--- src/rtl/pipeline_skid_stage_if.sv ---
// Valid/ready handshake bundle between two pipeline stages carrying an instruction and its PC.
// The master modport is the skid stage's view; the slave modport is the surrounding environment's view.
interface pipeline_skid_stage_if #(
  parameter int WIDTH    = 16,
  parameter int PC_WIDTH = 16
);
  logic                in_valid;
  logic                in_ready;
  logic [WIDTH-1:0]    in_instruction;
  logic [PC_WIDTH-1:0] in_PC;
  logic                out_valid;
  logic                out_ready;
  logic [WIDTH-1:0]    out_instruction;
  logic [PC_WIDTH-1:0] out_PC;

  modport master (
    input  in_valid, in_instruction, in_PC, out_ready,
    output in_ready, out_valid, out_instruction, out_PC
  );

  modport slave (
    output in_valid, in_instruction, in_PC, out_ready,
    input  in_ready, out_valid, out_instruction, out_PC
  );
endinterface

--- src/rtl/pipeline_skid_stage.sv ---
// Elastic IF/ID pipeline register with a 2-entry skid buffer, flush/bubble injection
// and a saturating back-pressure counter. in_ready is decoded from the state register only.
module pipeline_skid_stage #(
  parameter int               WIDTH     = 16,
  parameter int               PC_WIDTH  = 16,
  parameter logic [WIDTH-1:0] NOP_INSTR = {WIDTH{1'b0}},
  parameter int               CNT_WIDTH = 8
) (
  input  logic                 clk,
  input  logic                 reset,
  input  logic                 flush,
  pipeline_skid_stage_if.master bus,
  output logic [CNT_WIDTH-1:0] stall_count
);

  typedef enum logic [1:0] {
    EMPTY = 2'd0,
    ONE   = 2'd1,
    TWO   = 2'd2
  } state_t;

  state_t              state;
  logic [WIDTH-1:0]    main_instr;
  logic [PC_WIDTH-1:0] main_pc;
  logic [WIDTH-1:0]    skid_instr;
  logic [PC_WIDTH-1:0] skid_pc;
  logic                out_valid_int;
  logic                in_ready_int;

  assign out_valid_int       = (state != EMPTY);
  assign in_ready_int        = (state != TWO);
  assign bus.out_valid       = out_valid_int;
  assign bus.in_ready        = in_ready_int;
  assign bus.out_instruction = main_instr;
  assign bus.out_PC          = main_pc;

  // The main register is reloaded with the bubble whenever the stage drains, so the
  // outputs need no gating while empty. TWO ignores the input: the skid entry is never overtaken.
  always_ff @(posedge clk or posedge reset) begin
    if (reset) begin
      state       <= EMPTY;
      main_instr  <= NOP_INSTR;
      main_pc     <= '0;
      skid_instr  <= '0;
      skid_pc     <= '0;
      stall_count <= '0;
    end else begin
      if (out_valid_int && !bus.out_ready && (stall_count != {CNT_WIDTH{1'b1}}))
        stall_count <= stall_count + CNT_WIDTH'(1);

      if (flush) begin
        state      <= EMPTY;
        main_instr <= NOP_INSTR;
        main_pc    <= '0;
      end else begin
        case (state)
          EMPTY: begin
            if (bus.in_valid) begin
              state      <= ONE;
              main_instr <= bus.in_instruction;
              main_pc    <= bus.in_PC;
            end
          end
          ONE: begin
            if (bus.in_valid && bus.out_ready) begin
              main_instr <= bus.in_instruction;
              main_pc    <= bus.in_PC;
            end else if (bus.in_valid) begin
              state      <= TWO;
              skid_instr <= bus.in_instruction;
              skid_pc    <= bus.in_PC;
            end else if (bus.out_ready) begin
              state      <= EMPTY;
              main_instr <= NOP_INSTR;
              main_pc    <= '0;
            end
          end
          TWO: begin
            if (bus.out_ready) begin
              state      <= ONE;
              main_instr <= skid_instr;
              main_pc    <= skid_pc;
            end
          end
          default: begin
            state      <= EMPTY;
            main_instr <= NOP_INSTR;
            main_pc    <= '0;
          end
        endcase
      end
    end
  end

endmodule

--- src/flat_wrapper.sv ---
// flat-port wrapper written by rule: the top's interface ports become plain ports
module pipeline_skid_stage_flat 
#(
  parameter int               WIDTH     = 16,
  parameter int               PC_WIDTH  = 16,
  parameter logic [WIDTH-1:0] NOP_INSTR = {WIDTH{1'b0}},
  parameter int               CNT_WIDTH = 8
)
  (clk, reset, flush, stall_count, bus_in_valid, bus_in_instruction, bus_in_PC, bus_out_ready, bus_in_ready, bus_out_valid, bus_out_instruction, bus_out_PC);
  pipeline_skid_stage_if #(.WIDTH(WIDTH), .PC_WIDTH(PC_WIDTH)) bus_i ();
  input  logic clk;
  input  logic reset;
  input  logic flush;
  output logic [CNT_WIDTH-1:0] stall_count;
  input wire logic [$bits(bus_i.in_valid)-1:0] bus_in_valid;
  input wire logic [$bits(bus_i.in_instruction)-1:0] bus_in_instruction;
  input wire logic [$bits(bus_i.in_PC)-1:0] bus_in_PC;
  input wire logic [$bits(bus_i.out_ready)-1:0] bus_out_ready;
  output wire logic [$bits(bus_i.in_ready)-1:0] bus_in_ready;
  output wire logic [$bits(bus_i.out_valid)-1:0] bus_out_valid;
  output wire logic [$bits(bus_i.out_instruction)-1:0] bus_out_instruction;
  output wire logic [$bits(bus_i.out_PC)-1:0] bus_out_PC;
  assign bus_i.in_valid = bus_in_valid;
  assign bus_i.in_instruction = bus_in_instruction;
  assign bus_i.in_PC = bus_in_PC;
  assign bus_i.out_ready = bus_out_ready;
  assign bus_in_ready = bus_i.in_ready;
  assign bus_out_valid = bus_i.out_valid;
  assign bus_out_instruction = bus_i.out_instruction;
  assign bus_out_PC = bus_i.out_PC;
  pipeline_skid_stage #(.WIDTH(WIDTH), .PC_WIDTH(PC_WIDTH), .NOP_INSTR(NOP_INSTR), .CNT_WIDTH(CNT_WIDTH)) u_core (.clk(clk), .reset(reset), .flush(flush), .bus(bus_i), .stall_count(stall_count));
endmodule
--- config.mk ---
export PLATFORM = sky130hd
export DESIGN_NAME = pipeline_skid_stage_flat
export DESIGN_NICKNAME = d
export VERILOG_FILES = /design/src/rtl/pipeline_skid_stage_if.sv /design/src/rtl/pipeline_skid_stage.sv /design/src/flat_wrapper.sv
export SDC_FILE = /design/constraint.sdc
export NUM_CORES = 1
export LEC_CHECK = 0
export CAP_MARGIN = 20
export CORE_UTILIZATION = 54
export CTS_CLUSTER_DIAMETER = 120
export DETAILED_ROUTE_END_ITERATION = 16
export GPL_ROUTABILITY_DRIVEN = 0
export PLACE_DENSITY = 0.95
export SLEW_MARGIN = 25
export SYNTH_ARGS = -nofsm -noshare
export SYNTH_HDL_FRONTEND = slang
export SYNTH_SLANG_ARGS = --single-unit
--- constraint.sdc ---
create_clock -name clk -period 4.2 [get_ports clk]
set_input_delay 0.63 -clock clk [delete_from_list [all_inputs] [get_ports clk]]
set_output_delay 0.63 -clock clk [all_outputs]
set_load 0.02 [all_outputs]
==> flow_summary.ini <==
; physical design summary
[cells_and_area]
final_cell_mix = clkdlybuf4s50_1, dfrtp_1, a32oi_1, o2bb2ai_1, mux2_4
lay_top_count = clkdlybuf4s50_1

[clocking]
post_cts_resize_count = 0
cts_tree = done
cts-root-buf = clkbuf_8
htree_num_levels = 3
postCtsSetupBuffers = 0

[place]
numPortBuffers = 78

[pwr]
ir_drop_uv = 266
p_clk_frac = 0.317

[job]
warnings = 26

[worst_setup_path]
worst-path-buf-inv = 2
r2r_cells = 5
crit_chain = nor2b_2 -> inv_1 -> clkdlybuf4s50_1
path_delay_family = buffers and inverters

[logic_synthesis]
ys_cells = 242
edf_count = 0
syn-cell-area_um2 = 3360

[run_status]
status = finished clean

[min_path]
whs_path_depth = 1

[global_routing]
antenna_found_initial = 0

[floorplanning]
initial_utilization = 0.564

[timing]
hold_slack_ns = 0.494
==> registers in the layout, summed over array words and instances, names as in the netlist <==
| name | cells |
|---|---|
| u_core.skid_pc | 16 |
| u_core.bus.out_instruction | 16 |
| u_core.bus.out_PC | 16 |
| u_core.state | 2 |
| u_core.skid_instr | 16 |
| u_core.stall_count | 8 |
==> path summary, 6_finish.rpt <==
path	slack, ns	from	end
worst max-delay path	1.18	u_core.state[1]	bus_in_ready
worst min-delay path	0.49	u_core.bus.out_instruction[5]	u_core.bus.out_instruction[5]
worst max register to register	1.69	u_core.state[1]	u_core.bus.out_instruction[3]
worst min register to register	0.49	u_core.bus.out_instruction[5]	u_core.bus.out_instruction[5]
max in group asynchronous	2.58	reset	u_core.skid_instr[12]
min in group asynchronous	0.61	reset	u_core.stall_count[3]
==> kinds of logic after synthesis <==
family	share of synthesized area
xor+xnor	0.00783
compound gates	0.196
flops	0.551
simple gates	0.0410
mux	0.161
fa+ha+maj	0.00373
buf+inv	0.0395
==> per-stage QoR <==
| stage | utilization | cells | area, um2 |
|---|---|---|---|
| after global routing | 0.741 | 393 | 4410 |
| after CTS | 0.741 | 393 | 4410 |
| final | 0.741 | 393 | 4410 |
| after floorplan | - | 242 | 3360 |
| after global placement | 0.700 | 377 | 4170 |
| after detailed placement | 0.700 | 377 | 4170 |
==> area by class of cell <==
cell class / count / area share
Tap cell: 75 / 0.0213
Clock inverter: 4 / 0.0224
Clock buffer: 12 / 0.0329
Timing Repair Buffer: 82 / 0.184
Inverter: 4 / 0.00340
Sequential cell: 74 / 0.420
Multi-Input combinational cell: 142 / 0.317
==> routing by layer <==
metal,track usage,share of wire,up-vias
met1,0.347,0.43,1251
met5,0,0,-
li1,-,-,1092
met4,0.136,0.023,0
met2,0.439,0.48,97
met3,0.0640,0.060,21
==> cells in the mapped netlist, types with 2 or more instances <==
| cell | count | area (um2) |
|---|---|---|
| a21oi_1 | 2 | 10.0 |
| a32oi_1 | 33 | 289 |
| and3_1 | 2 | 12.5 |
| buf_2 | 9 | 45.0 |
| buf_6 | 3 | 33.8 |
| clkbuf_1 | 9 | 33.8 |
| dfrtp_1 | 74 | 1850 |
| inv_1 | 4 | 15.0 |
| mux2_2 | 7 | 78.8 |
| mux2_4 | 30 | 450 |
| nand2_1 | 4 | 15.0 |
| nand3_1 | 3 | 15.0 |
| nand4_1 | 3 | 18.8 |
| nor2_1 | 2 | 7.51 |
| nor2b_1 | 2 | 12.5 |
| o211ai_1 | 2 | 15.0 |
| o2bb2ai_1 | 32 | 280 |
| or2_1 | 2 | 12.5 |
| xnor2_1 | 3 | 26.3 |
==> power by group through the flow <==
stage | logic [mW] | clock network [mW] | registers, mW
2_1_floorplan | 0.256 | 0 | 0.995
3_3_place_gp | 0.476 | 0 | 0.957
3_5_place_dp | 0.498 | 0 | 0.962
4_1_cts | 0.500 | 0.685 | 0.960
5_1_grt | 0.534 | 0.714 | 0.978
6_report | 0.497 | 0.678 | 0.963
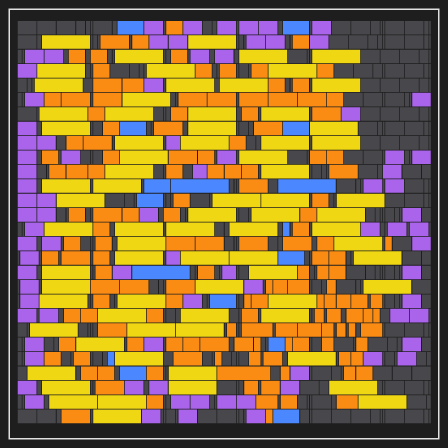
(placement by cell class)
Fill, decap, tap and diode cells in gray.
yellow -> flops  # cells 74, share of their area 43%
blue -> clock drivers and dummy loads  # cells 16, share of their area 5.6%
orange -> combinational and other logic  # cells 146, share of their area 33%
purple -> other buffers and delay cells  # cells 82, share of their area 19%

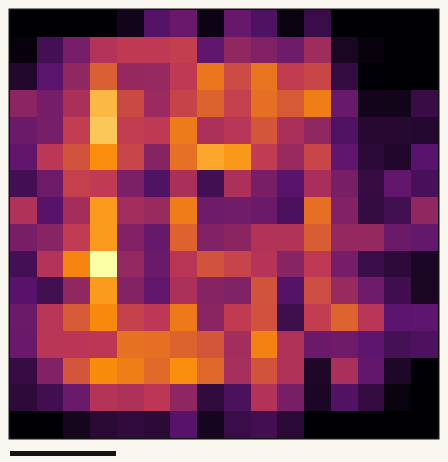
(routed metal per tile)
The bar under the picture is 20 um long. The die is cut into 16 by 16 equal tiles; black is low, pale yellow is high, scaled to the fullest tile. Values are wire area over tile area, all layers added.
nearly empty tiles = 9.0%
tiles over half the peak = 27%
emptiest ninth of the die = upper right
mean over tiles = 0.20
fullest tile = 0.56

Power figures rest on the tool's default switching activity, not on a simulated workload.
